==> run_1/detail.png <==
Region (44, 44) to (69, 69) um. Cells in grey, sequential cells in the stronger grey; small squares are vias.
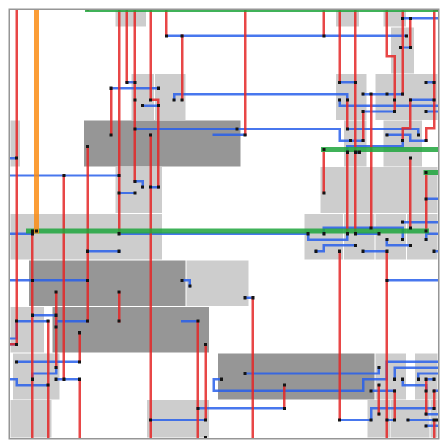
==> run_1/clk_routes.png <==
Scale: 4 px per um.
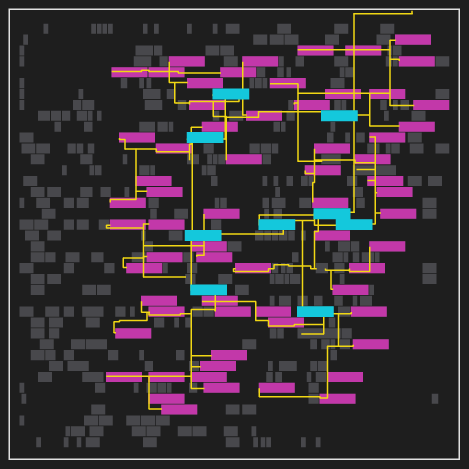
==> run_1/clocks.png <==
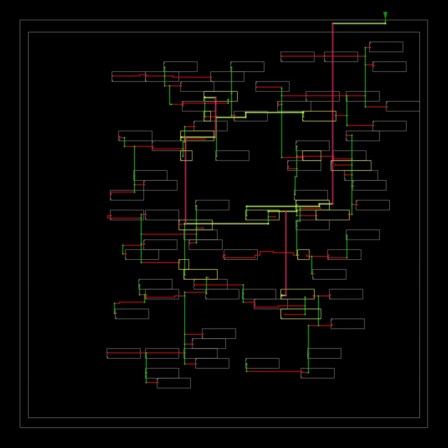
Design spi_req_arbiter_flat, sky130hd; sources not shown.
==> results.json, run 1 <==
{
  "run_status": "finished clean",
  "grtUsageTotal": 0.125,
  "period_needed_ps": 2440,
  "ys_seq_share": 0.515,
  "cts_hold_buffers": 0,
  "syn_to_final_growth_pct": 35.3,
  "path_depth": 6,
  "flop_area_sq_um": 1630,
  "hold_class": "primary input to async pin",
  "crit_path_start_kind": "primary input",
  "grt_overflow_total": 0,
  "finalCritPeriodShare": 0.661,
  "boundaryPins": 131,
  "crit_arrival_ps": 2610,
  "slew_violations": 0,
  "yosysChipArea_sq_um": 3160,
  "worst-path-max-fanout": 11,
  "grt_pass1_wl_mm": 12.2,
  "path_buffers": 1,
  "first_global_vias": 2468,
  "yosysWarnings": 0,
  "rsz0062_at_grt": "false",
  "wl_mm": 7.21,
  "r2r_setup_slack_ps": 1450,
  "ant_nets": 0,
  "crit_type": "primary input to flip-flop",
  "top_cells_by_count": "dfrtp_1, buf_4, nand2_1",
  "area_leaders": "dfrtp_1, buf_4, and2_1",
  "wire_per_inst_um": 13.6,
  "ys_sh_mux": 0.0289,
  "mi_logic_area_sq_um": 1320,
  "cellPowerDensity_nw_per_um2": 726,
  "post-cts-setup-buffers": 0,
  "swShare": 0.389,
  "grt_max_degree": 39,
  "openroad.warnings": 53,
  "rr_worst_depth": 5,
  "die_area_sq_um": 12600,
  "yosys_cells": 307,
  "clock-sinks": 65,
  "path_cells": "clkdlybuf4s50_1 -> and3b_1 -> or4_1 -> nand2_1 -> mux2i_1 -> a211oi_1",
  "slew_headroom": 0.354,
  "dr.first_iter.drc_count": 95,
  "cts-root-buf": "clkbuf_16",
  "drt_pre_antenna_iters": 4
}
## Picture notes: detail.png
| layer | colour |
|---|---|
| metal 4 | orange |
| metal 1 | blue |
| metal 3 | green |
| metal 2 | red |
most frequent: dfrtp_1 (4)
sequential cells in the window: 4
cells with their middle in the window: 27

## Picture notes: clk_routes.png
[clock drivers] cyan | count: 9
[flip-flops] magenta | count: 65
[clock wires] yellow | length: 939 um
routed clock nets: 10
clock share of power: 0.299
Insertion Delay late pin: 330 ps
clk pwr: 925 uW
clock skew: 7.18 ps

## Picture notes: clocks.png
Flop Count: 65
clkbuf count: 10

-- run 1: power groups by stage --
stage | clock [mW] | sequential, mW | combinational, mW
3_3_place_gp | 0 | 1.05 | 1.15
2_1_floorplan | 0 | 1.25 | 0.612
6_report | 0.925 | 1.04 | 1.13
4_1_cts | 0.946 | 1.04 | 1.16
3_5_place_dp | 0 | 1.06 | 1.16
5_1_grt | 0.981 | 1.07 | 1.25
-- run 1: metrics by stage --
| stage | power (mW) | setup slack [ps] | utilization | cells | area, sq um |
|---|---|---|---|---|---|
| after global routing | 3.30 | 1080 | 0.374 | 531 | 4270 |
| after floorplan | 1.86 | 1720 | - | 335 | 3260 |
| final | 3.10 | 1260 | 0.374 | 531 | 4270 |
| after detailed placement | 2.21 | 849 | 0.345 | 515 | 3940 |
| after global placement | 2.20 | 861 | 0.345 | 515 | 3940 |
| after CTS | 3.15 | 1190 | 0.374 | 531 | 4270 |
-- run 1: routing by layer --
| metal | track usage | part of all wire | routed length (um) |
|---|---|---|---|
| met5 | - | 0 | 0 |
| met4 | 0.0423 | 0.015 | 107 |
| met3 | 0.0362 | 0.063 | 454 |
| met2 | 0.201 | 0.47 | 3410 |
| met1 | 0.151 | 0.45 | 3240 |
-- run 1: layout by cell type, fill, tap and decap left out, types with 8 or more instances in the layout --
master and count:
mux2i_1 8, and2_1 18, o21ai_0 18, nor2_1 19, a21boi_0 9, dfrtp_1 65
conb_1 29, a211oi_1 10, clkdlybuf4s50_1 76, clkbuf_16 9, inv_1 8, nand2_1 30
-- run 1: final cells by class --
class / instances / share of cell area
flip-flops and latches: 65 / 0.381
inverters: 8 / 0.00703
clock buffers: 10 / 0.0559
multi-input cells: 219 / 0.309
clock inverters: 6 / 0.0211
repair buffers: 80 / 0.185
well taps: 143 / 0.0419
==> inputs of run 2 (changes only) <==
--- a/config.mk
+++ b/config.mk
@@ -8,7 +8,7 @@
 export CELL_PAD_IN_SITES_DETAIL_PLACEMENT = 0
 export CELL_PAD_IN_SITES_GLOBAL_PLACEMENT = 2
 export CORE_MARGIN = 2
-export CORE_UTILIZATION = 27
+export CORE_UTILIZATION = 23
 export DETAILED_ROUTE_END_ITERATION = 7
 export HOLD_SLACK_MARGIN = 0.1
 export MAX_ROUTING_LAYER = met4
==> constraint.sdc (replaced) <==
create_clock -name apb_clk -period 2.2 [get_ports apb_clk]
set_input_delay 0.22 -clock apb_clk [delete_from_list [all_inputs] [get_ports apb_clk]]
set_output_delay 0.22 -clock apb_clk [all_outputs]
set_load 0.05 [all_outputs]
==> results.json, run 2 <==
{
  "lastStage": "detailed routing",
  "synth-edff-count": 0,
  "gp_congestion": 0.730,
  "initCoreUtil": 0.237,
  "dpl_cell_area_sq_um": 4210,
  "die_x_um": 121,
  "clock-sinks": 65,
  "clock_tree.buffer_depth": 2,
  "die_y_um": 121,
  "area_leaders": "dfrtp_1, buf_4, and2_1",
  "error": "[ERROR DRT-0255] Maze Route cannot find path of net apb_clk in worker of routeBox ( 96600 0 ) ( 121155 48300 ).",
  "synth-main-ff-cell": "dfrtp_1",
  "ys_seq_share": 0.515,
  "yosysWarnings": 0,
  "grt_pass1_wl_mm": 12.6,
  "hpwl_mm": 5.70,
  "first_global_vias": 2526,
  "grt_max_degree": 31,
  "grt_overflow_total": 0,
  "async_flop_share": 1.00,
  "grtUsageTotal": 0.113,
  "yosys_cells": 307,
  "boundaryPins": 131,
  "run_status": "did not finish",
  "avgSynthCellArea_sq_um": 10.3,
  "cts-root-buf": "clkbuf_16",
  "top_cells_by_count": "dfrtp_1, buf_4, nand2_1",
  "netlist_instances": 307,
  "yosysChipArea_sq_um": 3160
}
[run 2: cell counts after synthesis]
Identical to the previous run, type by type.
[run 2: timing repair]
item                                   CTS  global route
endpoints found under the hold margin   27             0
resized                                  0             0
hold buffers                             1             0
buffers inserted                         0             0
[run 2: logic make-up after synthesis]
group	share of synthesized area
simple gates	0.170
compound gates	0.151
flops	0.515
buf+inv	0.100
mux	0.0289
fa+ha+maj	0.0198
xor+xnor	0.0139
other cells	0.00119
[run 2: stage by stage]
step | worst slack, ps | instances | util
2_1_floorplan | 239 | 335 | -
3_3_place_gp | -27.3 | 573 | 0.315
3_5_place_dp | -80.6 | 573 | 0.315
4_1_cts | 195 | 590 | 0.338
5_1_grt | 1.19 | 590 | 0.338
[run 2: metal layers]
metal and track usage:
met3 0.0320, met1 0.141, met2 0.176, met5 -
met4 0.0388
==> inputs of run 3 (changes only) <==
==> config.mk (replaced) <==
export PLATFORM = sky130hd
export DESIGN_NAME = spi_req_arbiter_flat
export DESIGN_NICKNAME = d
export VERILOG_FILES = /design/src/rtl/spi_req_arbiter_if.sv /design/src/rtl/spi_req_arbiter.sv /design/src/flat_wrapper.sv
export SDC_FILE = /design/constraint.sdc
export NUM_CORES = 1
export LEC_CHECK = 0
export CORE_MARGIN = 2
export CORE_UTILIZATION = 40
export DETAILED_ROUTE_END_ITERATION = 7
export PLACE_DENSITY_LB_ADDON = 0.15
export SYNTH_ARGS = -nofsm -noshare
export SYNTH_HDL_FRONTEND = slang
export SYNTH_SLANG_ARGS = --single-unit
==> constraint.sdc (replaced) <==
create_clock -name apb_clk -period 2.9 [get_ports apb_clk]
set_input_delay 0.29 -clock apb_clk [delete_from_list [all_inputs] [get_ports apb_clk]]
set_output_delay 0.29 -clock apb_clk [all_outputs]
set_load 0.05 [all_outputs]
==> run_3/detail.png <==
Region (34, 34) to (59, 59) um. Cells in grey, sequential cells in the stronger grey; small squares are vias.
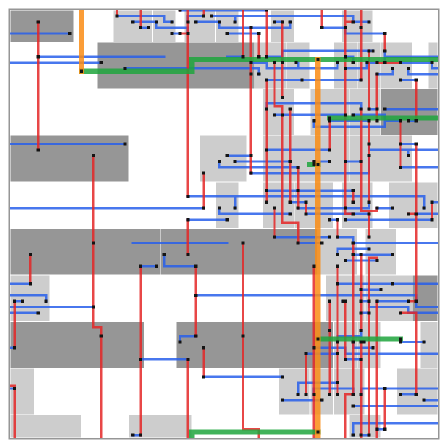
| layer | colour |
|---|---|
| metal 3 | green |
| metal 2 | red |
| metal 1 | blue |
| metal 4 | orange |
cells with their middle in the window: 42
most frequent: dfrtp_1 (6), o21ai_0 (5), nand2_1 (5)
sequential cells in the window: 6

==> run_3/clk_routes.png <==
Scale: 6 px per um.
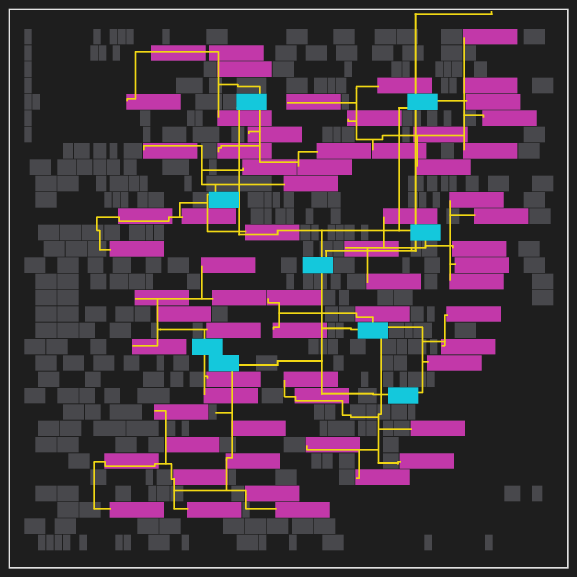
[clock drivers] cyan | count: 9
[clock wires] yellow | length: 791 um
[flip-flops] magenta | count: 65
routed clock nets: 10
Insertion Delay late pin: 340 ps
clock skew: 9.98 ps
clk pwr: 756 uW

==> results.json, run 3 <==
{
  "grt_overflow_total": 0,
  "rr_worst_depth": 5,
  "dpl_cell_area_sq_um": 3910,
  "run_status": "finished clean",
  "drt_pre_antenna_iters": 4,
  "yosys_cells": 307,
  "swShare": 0.412,
  "first_global_vias": 2209,
  "crit_arrival_ps": 2370,
  "netlist_instances": 307,
  "wl_met1_mm": 2.76,
  "dr.first_iter.drc_count": 78,
  "hpwl_mm": 4.49,
  "cellPowerDensity_nw_per_um2": 855,
  "crit_path_start_kind": "primary input",
  "area_leaders": "dfrtp_1, buf_4, and2_1",
  "syn_to_final_growth_pct": 30.0,
  "design_area_sq_um": 4100,
  "wl_met3_um": 413,
  "synth-main-ff-cell": "dfrtp_1",
  "final_cell_mix": "clkdlybuf4s50_1, dfrtp_1, nand2_1",
  "cts_hold_buffers": 0,
  "die_y_um": 92.8,
  "grt_busiest_layer": "met2",
  "grt_max_degree": 66,
  "grtUsageTotal": 0.150,
  "grt_util_met2": 0.245,
  "r2r_setup_slack_ps": 780,
  "rsz0062_at_grt": "false",
  "wire_per_inst_um": 12.5,
  "met3_usage": 0.0496,
  "yosysChipArea_sq_um": 3160,
  "final_common_cell": "clkdlybuf4s50_1",
  "clock_tree.buffer_depth": 2,
  "top_cells_by_count": "dfrtp_1, buf_4, nand2_1",
  "finalCritPeriodShare": 0.755,
  "clock-sinks": 65,
  "yosysWarnings": 0,
  "hold_class": "primary input to async pin"
}
-- run 3: cell counts after synthesis --
No cell type changed its count.
-- run 3: layout make-up --
type / count / area [sq um]
inverters: 8 / 30.0
flip-flops and latches: 65 / 1630
repair buffers: 82 / 803
clock buffers: 11 / 141
fillers: 687 / 3580
clock inverters: 5 / 55.1
well taps: 102 / 128
multi-input cells: 219 / 1320
-- run 3: logic make-up (layout without fill, tap and decap cells) --
group / Yosys count / in the layout / synth area share
other: 1 / 29 / 0.00119
multiplexers: 9 / 9 / 0.0289
adder cells (fa/ha/maj): 5 / 5 / 0.0198
flip-flops: 65 / 65 / 0.515
XOR/XNOR: 5 / 5 / 0.0139
buffers and inverters: 51 / 106 / 0.100
AND-OR/OR-AND: 66 / 66 / 0.151
AND/OR/NAND/NOR: 105 / 105 / 0.170
-- run 3: metrics by stage --
step / util / setup slack (ps) / power, mW / std cells
after global placement: 0.508 / 392 / 2.76 / 476
after detailed placement: 0.508 / 368 / 2.79 / 476
after CTS: 0.534 / 723 / 3.55 / 492
after floorplan: - / 939 / 2.37 / 335
final: 0.534 / 709 / 3.51 / 492
after global routing: 0.534 / 532 / 3.74 / 492
-- run 3: critical path, cell delays in order --
cell and delay, ps:
clkdlybuf4s50_1 480, nor2b_1 160, or4_1 670, and2_4 250
a2111oi_0 430, a211oi_1 90
-- run 3: power by group through the flow --
stage / Combinational (mW) / Clock, mW / Sequential [mW]
floorplan: 0.781 / 0 / 1.59
global placement: 1.42 / 0 / 1.34
detailed placement: 1.44 / 0 / 1.34
CTS: 1.44 / 0.773 / 1.33
global route: 1.57 / 0.815 / 1.36
finish: 1.43 / 0.756 / 1.33
No activity file was given, so power comes from the tool's default toggle rates.
